## src/rtl/delay_arbiter.sv

```systemverilog
// Round-robin arbiter sharing one delay timer among NREQ requesters.
// Optional RUN-state watchdog compiled in with `define DELAY_ARB_WATCHDOG_EN.
module delay_arbiter #(
  parameter int NREQ        = 4,
  parameter int AMT_W       = 8,
  parameter int TIMEOUT_CYC = 1023
) (
  input  logic                  clk,
  input  logic                  rst,
  input  logic [NREQ-1:0]       req,
  input  logic [NREQ*AMT_W-1:0] amt,
  output logic [NREQ-1:0]       done,
  output logic                  busy,
  output logic [$clog2(NREQ)-1:0] grant_id,
  output logic                  err,
  output logic                  tmr_start,
  output logic [AMT_W-1:0]      tmr_amount,
  input  logic                  tmr_en
);

  localparam int IDW = $clog2(NREQ);

  if (NREQ < 2 || NREQ > 8 || TIMEOUT_CYC < 1) begin : g_param_check
    $error("delay_arbiter: NREQ must be 2..8 and TIMEOUT_CYC at least 1");
  end

  typedef enum logic [2:0] {IDLE, LOAD, RUN, DONE, GAP} state_t;

  state_t         state;
  logic [IDW-1:0] ptr;
  logic [IDW-1:0] pick;
  logic           any_req;

  // Descending scan so the nearest requester after ptr is written last.
  always_comb begin
    int unsigned    idx;
    logic [IDW-1:0] sel;
    idx     = 0;
    sel     = '0;
    pick    = '0;
    any_req = 1'b0;
    for (int unsigned i = NREQ; i > 0; i--) begin
      idx = (32'(ptr) + i) % NREQ;
      sel = IDW'(idx);
      if (req[sel]) begin
        pick    = sel;
        any_req = 1'b1;
      end
    end
  end

`ifdef DELAY_ARB_WATCHDOG_EN
  localparam int WDW = $clog2(TIMEOUT_CYC + 1);
  logic [WDW-1:0] wd_cnt;
`else
  assign err = 1'b0;
`endif

  always_ff @(posedge clk) begin
    if (rst) begin
      state      <= IDLE;
      ptr        <= IDW'(NREQ - 1);
      done       <= '0;
      busy       <= 1'b0;
      grant_id   <= '0;
      tmr_start  <= 1'b0;
      tmr_amount <= '0;
`ifdef DELAY_ARB_WATCHDOG_EN
      err        <= 1'b0;
      wd_cnt     <= '0;
`endif
    end else begin
      done <= '0;
`ifdef DELAY_ARB_WATCHDOG_EN
      err  <= 1'b0;
`endif
      case (state)
        IDLE: begin
          if (any_req) begin
            grant_id   <= pick;
            ptr        <= pick;
            tmr_amount <= amt[32'(pick)*AMT_W +: AMT_W];
            busy       <= 1'b1;
            state      <= LOAD;
          end
        end
        LOAD: begin
          tmr_start <= 1'b1;
          state     <= RUN;
`ifdef DELAY_ARB_WATCHDOG_EN
          wd_cnt    <= '0;
`endif
        end
        RUN: begin
          // Timer terminal pulse takes precedence over a same-cycle withdrawal.
          if (tmr_en) begin
            tmr_start      <= 1'b0;
            done[grant_id] <= 1'b1;
            state          <= DONE;
          end else if (!req[grant_id]) begin
            tmr_start <= 1'b0;
            state     <= GAP;
          end
`ifdef DELAY_ARB_WATCHDOG_EN
          else if (wd_cnt == WDW'(TIMEOUT_CYC - 1)) begin
            tmr_start <= 1'b0;
            err       <= 1'b1;
            state     <= GAP;
          end else begin
            wd_cnt <= wd_cnt + 1'b1;
          end
`endif
        end
        DONE: state <= GAP;
        GAP: begin
          busy  <= 1'b0;
          state <= IDLE;
        end
        default: state <= IDLE;
      endcase
    end
  end

endmodule

```

## config.mk

```make
export PLATFORM = sky130hd
export DESIGN_NAME = delay_arbiter
export DESIGN_NICKNAME = d
export VERILOG_FILES = /design/src/rtl/delay_arbiter.sv
export SDC_FILE = /design/constraint.sdc
export NUM_CORES = 1
export LEC_CHECK = 0
export CORE_ASPECT_RATIO = 1.5
export CORE_MARGIN = 2
export CORE_UTILIZATION = 42
export CTS_BUF_LIST = sky130_fd_sc_hd__clkbuf_8
export DETAILED_ROUTE_END_ITERATION = 6
export PLACE_DENSITY = 0.89
export SKIP_CTS_REPAIR_TIMING = 1
export SLEW_MARGIN = 40
export SYNTH_ARGS = -nofsm -noshare
export SYNTH_HDL_FRONTEND = slang
export SYNTH_SLANG_ARGS = --single-unit
```

## constraint.sdc

```tcl
create_clock -name clk -period 2.1 [get_ports clk]
set_input_delay 0.42 -clock clk [delete_from_list [all_inputs] [get_ports clk]]
set_output_delay 0.42 -clock clk [all_outputs]
set_load 0.03 [all_outputs]
```

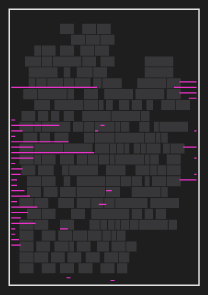
*The metal 3 layer, run 1*
Scale: 4 px per um. Cells faint in the background.
37 nets have wire on it. The longest straight run is 21.2 um. The wires run mostly horizontal.

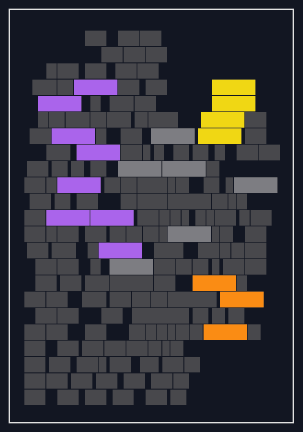
*Sequential cells grouped by signal name, run 1*
Scale: 6 px per um. Other sequential cells in the stronger grey, the rest of the logic in the fainter grey.
Key: purple = tmr_amount [sequential cells 8]; orange = state [sequential cells 3]; yellow = done [sequential cells 4, where top right]
Another 6 sequential cells are not coloured.

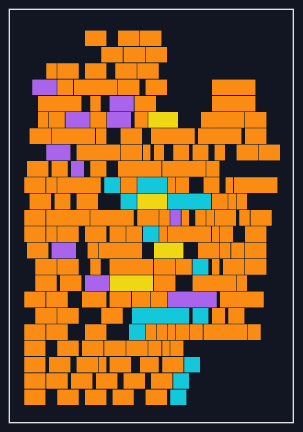
*Cell sizes after repair, run 1*
Scale: 6 px per um.
Key: orange = _0 and _1 cells [cells 154, most used clkdlybuf4s50_1]; cyan = _3 and _4 cells [cells 12, most used buf_4]; purple = _2 cells [cells 10, most used mux2_2]; yellow = _6 and larger [cells 4, most used clkbuf_8]

==> flow_summary.toml, run 1 <==
# physical design summary
[worst_setup_path]
rr_startpoint = "ptr[0]$_SDFFE_PP1P_"
crit_path_start = "req[1]"
path_cells = "clkdlybuf4s50_1, or3b_1, o311a_1, buf_12, mux2i_1, mux2_1, o21ai_1"
end_kind = "flip-flop"
cp.arrival_ps = 2250
required_ps = 2290
r2r_end = "tmr_amount[4]$_SDFFE_PP0P_"
slowest_delay_ps = 550
endpoint = "tmr_amount[4]$_SDFFE_PP0P_"
crit_family = "buffers and inverters"
crit_path_start_kind = "input pin"
crit_type = "in2reg"
cp_max_fo = 12
reg2reg_depth = 6

[grt]
gr-total-overflow = 0
grt_pass1_vias = 1180
grt_pass1_wl_mm = 4.981
grt_max_degree = 13
grt_usage_pct = 21.99

[final_timing]
timing.final.ws_setup_ps = 39.22
max_freq_mhz = 485.3
finalHoldViolations = 0
timing.final.crit_share_pct = 98.13
slew_viol_final = 0
setup_tns_ps = 0
rsz0062_at_grt = "no"

[final_layout]
flops = 21
drive_above_1_share_pct = 14.44
clock_area_share_pct = 2.500
buffers = 64
diodes = 0
nonClkBufAreaFrac_pct = 33.92
lay_top_cells = "clkdlybuf4s50_1 (54), dfxtp_1 (21), mux2i_1 (17)"
nClkBuffers = 3
largest_class = "logic gates"
fin_util_pct = 69.19
nNetsFinal = 220
comb_cells = 89
lay_top_count = "clkdlybuf4s50_1"

[worst_hold_path]
hold_start = "tmr_amount[5]$_SDFFE_PP0P_"
hold_end = "tmr_amount[5]$_SDFFE_PP0P_"

[power]
leakage_uw = 0.0007390
p_per_area_nw_per_um2 = 721.9
clock_power_uw = 261
p_int_uw = 891.3
pg_comb_uw = 576
p_clk_share_pct = 19.5
comb_power_share_pct = 43.1
switchingPower_uw = 445.4
power_leader = "combinational logic"

[synth]
netlist.area_leader.share_pct = 35.94
ys_area_um2 = 1170
synth_area_per_cell_um2 = 9.914
ys_top_cells_by_count = "dfxtp_1 (21), mux2i_1 (17), o21ai_1 (11)"
synth_cell_type_count = 36
synth_flops = 21
synth-main-ff-cell = "dfxtp_1"
ys_warn_count = 0
ys_seq_share_pct = 35.94
synth_top_cell_by_area = "dfxtp_1"
synthCells = 118
synth.cell_area_um2 = 1170
ys_cells = 118
yosysMostFrequentCell = "dfxtp_1"

[clocking]
cts_tree = "done"
clk_latency_ps = 260
cts_buffers = 3
clockBufferDepth = 2

[route]
wire_per_inst_um = 14.32
drc = 0
viasPerCell = 5.267
drtIter0Drc = 6
detail-route-antenna-nets = 0

[floorplanning]
tap_cells = 37
die_w_um = 47.09
core_um2 = 2676
fp_util_pct = 43.71
rows = 23
io_pins = 56

[placement]
hpwl_mm = 2.596
dpl_cell_area_um2 = 1795
port_buffers = 54
place_inst = 213

[outcome]
status = "finished, final reports clean"
## run 1: sequential cells by signal (all words and copies together), names as in the netlist
signal      cells
done            4
grant_id        2
tmr_amount      8
state           3
ptr             2
busy            1
tmr_start       1
## run 1: routing by layer
layer	GRT usage (%)	wire (um)	up-vias
met5	0	0	-
met4	9.028	65	0
met3	4.427	149	8
met2	44.52	1910	41
met1	19.45	981	542
li1	-	-	552
## run 1: worst reg2reg max path, stage by stage, from the launching register on
cell and delay (ps):
dfxtp_1 400, and2b_1 220, o311a_1 380, buf_12 170
mux2i_1 120, mux2_1 290, o21ai_1 130
## run 1: cell families after synthesis
group / share of synthesized area [%]
DFF: 35.94
muxes: 24.17
other: 0.3205
buffers and inverters: 4.812
and+or+nand+nor: 22.99
AOI/OAI and AO/OA: 11.77
## Run 2: what changed since run 1
CTS_CLUSTER_DIAMETER = 150   (was not set)
CTS_CLUSTER_SIZE = 25   (was not set)
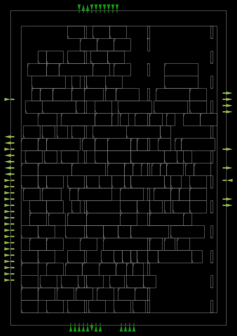
*Placement view, run 2*
row cnt: 23
Seq area share: 22.70%
Post-Layout Cell Count: 217
Flops: 21

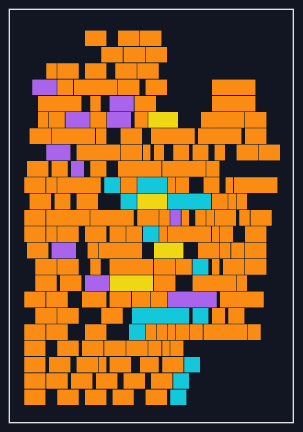
*Cell sizes after repair, run 2*
Scale: 6 px per um.
Key: yellow = _6 and larger [cells 4, most used clkbuf_8]; cyan = _3 and _4 cells [cells 12, most used buf_4]; orange = _0 and _1 cells [cells 154, most used clkdlybuf4s50_1]; purple = _2 cells [cells 10, most used mux2_2]

==> run 2 against run 1 <==
Largest power group unchanged. Critical path type unchanged. Clock skew unchanged. Power unchanged. First-iteration DRC count is the same. Register-to-register slack about the same. Area after synthesis unchanged. Clock power about the same. Via count stayed put. Utilization unchanged. Worst hold slack did not move. Critical path depth did not move. Count of clock-buffer cells in the layout unchanged. Synthesized cell count stayed put.
==> flow_summary.toml, run 2 <==
# physical design summary
[grt]
met2_usage_pct = 44.52
use_met1_pct = 19.45
gr-total-overflow = 0
grt_max_degree = 13
grt_pass1_vias = 1180

[worst_setup_path]
crit_path_start_kind = "input pin"
crit_family = "buffers and inverters"
path_cells = "clkdlybuf4s50_1, or3b_1, o311a_1, buf_12, mux2i_1, mux2_1, o21ai_1"
crit_type = "in2reg"
slowest_delay_ps = 550
end_kind = "flip-flop"
cp_max_fo = 12

[final_layout]
diodes = 0
biggestRegsByFlops = "tmr_amount: 8 flops, done: 4 flops, state: 3 flops"
comb_cells = 89
lay_top_count = "clkdlybuf4s50_1"
clock_area_share_pct = 2.500
nNetsFinal = 220
largest_class = "logic gates"
fin_util_pct = 69.19
top_register = "tmr_amount"
lay_top_cells = "clkdlybuf4s50_1 (54), dfxtp_1 (21), mux2i_1 (17)"
nClkBuffers = 3
nonClkBufAreaFrac_pct = 33.92
drive_above_1_share_pct = 14.44

[synth]
simple_gate_share_pct = 22.99
xor_share_pct = 0
synth_area_per_cell_um2 = 9.914
compound_area_share_pct = 11.76
synth_top_cell_by_area = "dfxtp_1"
synth-main-ff-cell = "dfxtp_1"
logic_family = "multiplexers"
netlist.area_leader.share_pct = 35.94
synth_cell_type_count = 36
ys_seq_share_pct = 35.94
synth.area.mux_share_pct = 24.17
yosysMostFrequentCell = "dfxtp_1"
synthCells = 118
ys_cells = 118
ys_top_cells_by_count = "dfxtp_1 (21), mux2i_1 (17), o21ai_1 (11)"
synth.cell_area_um2 = 1170

[placement]
dpl_cell_area_um2 = 1795
port_buffers = 54
place_inst = 213

[final_timing]
timing.final.ws_setup_ps = 39.22
max_freq_mhz = 485.3
timing.final.crit_share_pct = 98.13
rsz0062_at_grt = "no"
slew_viol_final = 0
setup_tns_ps = 0
finalHoldViolations = 0

[floorplanning]
die_w_um = 47.09
fp_util_pct = 43.71
core_um2 = 2676

[route]
met2_length_mm = 1.910
wire_per_inst_um = 14.32
wl_met3_um = 149
wirelength_met1_um = 981
drc = 0

[power]
p_int_uw = 891.3
pg_comb_uw = 576
power_leader = "combinational logic"
switchingPower_uw = 445.4
comb_power_share_pct = 43.1
clock_power_uw = 261
p_per_area_nw_per_um2 = 721.9

[clocking]
clockBufferDepth = 2
cts_buffers = 3
clk_latency_ps = 260
cts_tree = "done"

[outcome]
status = "finished, final reports clean"
run 2: cell counts after synthesis:
No cell type changed its count.
run 2: worst paths after layout:
| path | slack (ps) | depth (start not counted) | end | from |
|---|---|---|---|---|
| hold / removal | 480 | 2 | tmr_amount[5]$_SDFFE_PP0P_ | tmr_amount[5]$_SDFFE_PP0P_ |
| setup / recovery | 40 | 7 | tmr_amount[4]$_SDFFE_PP0P_ | req[1] |
| hold reg to reg | 480 | 2 | tmr_amount[5]$_SDFFE_PP0P_ | tmr_amount[5]$_SDFFE_PP0P_ |
| setup reg to reg | 310 | 6 | tmr_amount[4]$_SDFFE_PP0P_ | ptr[0]$_SDFFE_PP1P_ |
run 2: worst min-delay path, cell delays in order (launching register included):
cell	delay [ps]
dfxtp_1	320
nand3b_1	80
o21ai_1	50
### Placed cells, one colour a class, run 2

Scale: 6 px per um.
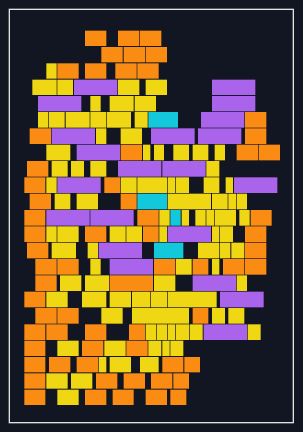

## Run 3: what changed since run 2
ABC_AREA = 1   (was not set)
CORE_UTILIZATION = 43   (was 42)
PLACE_DENSITY = 0.82   (was 0.89)
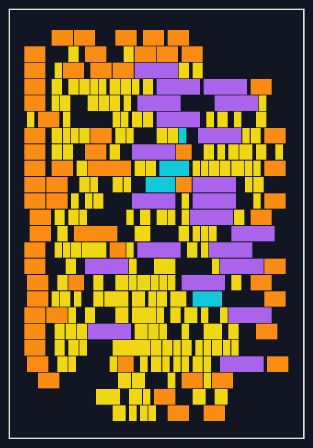
*Placed cells, one colour a class, run 3*
Scale: 6 px per um.
Key: orange = remaining buffers and delay cells [cells 61, share of their area 32%]; yellow = combinational and other logic [cells 169, share of their area 43%]; purple = sequential cells [cells 21, share of their area 22%]; cyan = clock drivers and dummy loads [cells 4, share of their area 2.4%]

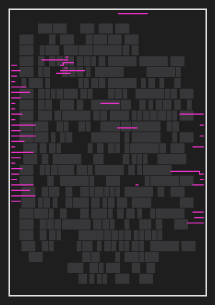
*The metal 3 layer, run 3*
Scale: 4 px per um. Cells faint in the background.
The longest straight run is 7.10 um. The layer holds 4.1% of the routed length. The wires run mostly horizontal. 43 nets have wire on it.

==> run 3 against run 2 <==
Global-route usage shrank 2.2 points. Setup slack gained 190 ps. Cell area grew 5.5%. First-iteration DRC count grew to 3.8 times the previous value. Area after synthesis grew 11%. Critical path type is now reg2reg. Critical endpoint is now grant_id[0]$_SDFFE_PP0P_. Largest cell class unchanged.
==> flow_summary.toml, run 3 <==
# physical design summary
[outcome]
status = "finished, final reports clean"

[final_layout]
nonClkBufAreaFrac_pct = 31.65
comb_cells = 151
drive_above_1_share_pct = 12.16
final_cell_count_no_fill = 294
largest_class = "logic gates"
diodes = 0
biggestRegsByFlops = "tmr_amount: 8 flops, done: 4 flops, state: 3 flops"
seq_share_pct = 21.52
clock_area_share_pct = 2.306
nClkBuffers = 3
nFillCells = 272
flops = 21
fin_util_pct = 67.75
lay_top_count = "clkdlybuf4s50_1"
nNetsFinal = 295
top_register = "tmr_amount"
lay_top_cells = "clkdlybuf4s50_1 (54), nand2_1 (49), nand3_1 (40)"

[final_timing]
timing.final.ws_setup_ps = 226.0
slew_viol_final = 0
finalHoldViolations = 0
rsz0062_at_grt = "no"
max_freq_mhz = 533.6
timing.final.crit_share_pct = 89.24
setup_tns_ps = 0

[power]
leakage_uw = 0.0008755
comb_power_share_pct = 70.2
p_per_area_nw_per_um2 = 1572
clock_power_uw = 250
pg_comb_uw = 2160
switchingPower_uw = 1524
power_leader = "combinational logic"
p_int_uw = 1547

[route]
met2_length_mm = 1.779
drtIter0Drc = 23
wl_met3_um = 134
wirelength_met1_mm = 1.290
drc = 0
wire_per_inst_um = 11.03

[grt]
grt_pass1_wl_mm = 5.644
grt_max_degree = 18
gr-total-overflow = 0
grt_pass1_vias = 1346

[synth]
synth_top_cell_by_area = "dfxtp_1"
yosysMostFrequentCell = "nand2_1"
syn_nets = 237
synth_cell_type_count = 26
ys_top_cells_by_count = "nand2_1 (49), nand3_1 (40), dfxtp_1 (21)"
synth-main-ff-cell = "dfxtp_1"
synth_area_per_cell_um2 = 6.553
synthCells = 198
synth.cell_area_um2 = 1297
netlist.area_leader.share_pct = 32.40
ys_area_um2 = 1297
ys_cells = 198
ys_seq_share_pct = 32.40

[worst_setup_path]
cp_max_fo = 11
path_cells = "inv_8, nand2_2, nand2_2, nand2_2, nand2_2, nor2_2, inv_2, nor3_2, nor2_1, buf_4, inv_1, nand2_1, a21oi_1"
r2r_end = "grant_id[0]$_SDFFE_PP0P_"
crit_path_start = "ptr[0]$_SDFFE_PP1P_"
crit_family = "simple AND/OR/NAND/NOR gates"
endpoint = "grant_id[0]$_SDFFE_PP0P_"
reg2reg_depth = 13
crit_type = "reg2reg"
crit_path_start_kind = "flip-flop"
crit_buf_inv = 4
r2r_slack_ps = 230
rr_startpoint = "ptr[0]$_SDFFE_PP1P_"
cp.depth = 13
slowest_delay_ps = 580
end_kind = "flip-flop"

[clocking]
clk_pin_slew_ps = 70
cts_buffers = 3
clockBufferDepth = 2
cts_tree = "done"
clk_latency_ps = 260
htreeDepth = 1

[placement]
place_inst = 290
dpl_cell_area_um2 = 1908
port_buffers = 54
hpwl_mm = 2.642

[worst_hold_path]
hold_end = "busy$_SDFFE_PP0P_"
hold_start = "busy$_SDFFE_PP0P_"

[floorplanning]
die_w_um = 48.85
fp_util_pct = 45.01
core_um2 = 2883
rows = 24
## run 3: cell types whose count changed in the layout (fill, tap and decap cells not counted), sizes merged, moves of 2 or more
cell,previous run,this run
nor3b,2,0
or2,2,0
nand2,0,62
nand3,1,41
buf,10,7
nor3,3,6
o211ai,0,2
nand2b,2,0
nand3b,10,0
nor2b,7,0
mux2i,17,0
a21oi,3,15
mux2,8,0
inv,2,19
## run 3: kinds of logic after synthesis
family | count (synthesis) | synth area share, %
compound gates | 29 | 11.86
flops | 21 | 32.40
buf+inv | 26 | 10.12
simple gates | 121 | 45.32
other cells | 1 | 0.2890
## run 3: per-layer routing
layer	up-vias	global-route usage [%]
met5	-	0
met4	0	6.032
met3	6	1.458
met2	50	38.05
met1	648	23.05
li1	765	-
Power figures rest on the tool's default switching activity, not on a simulated workload.
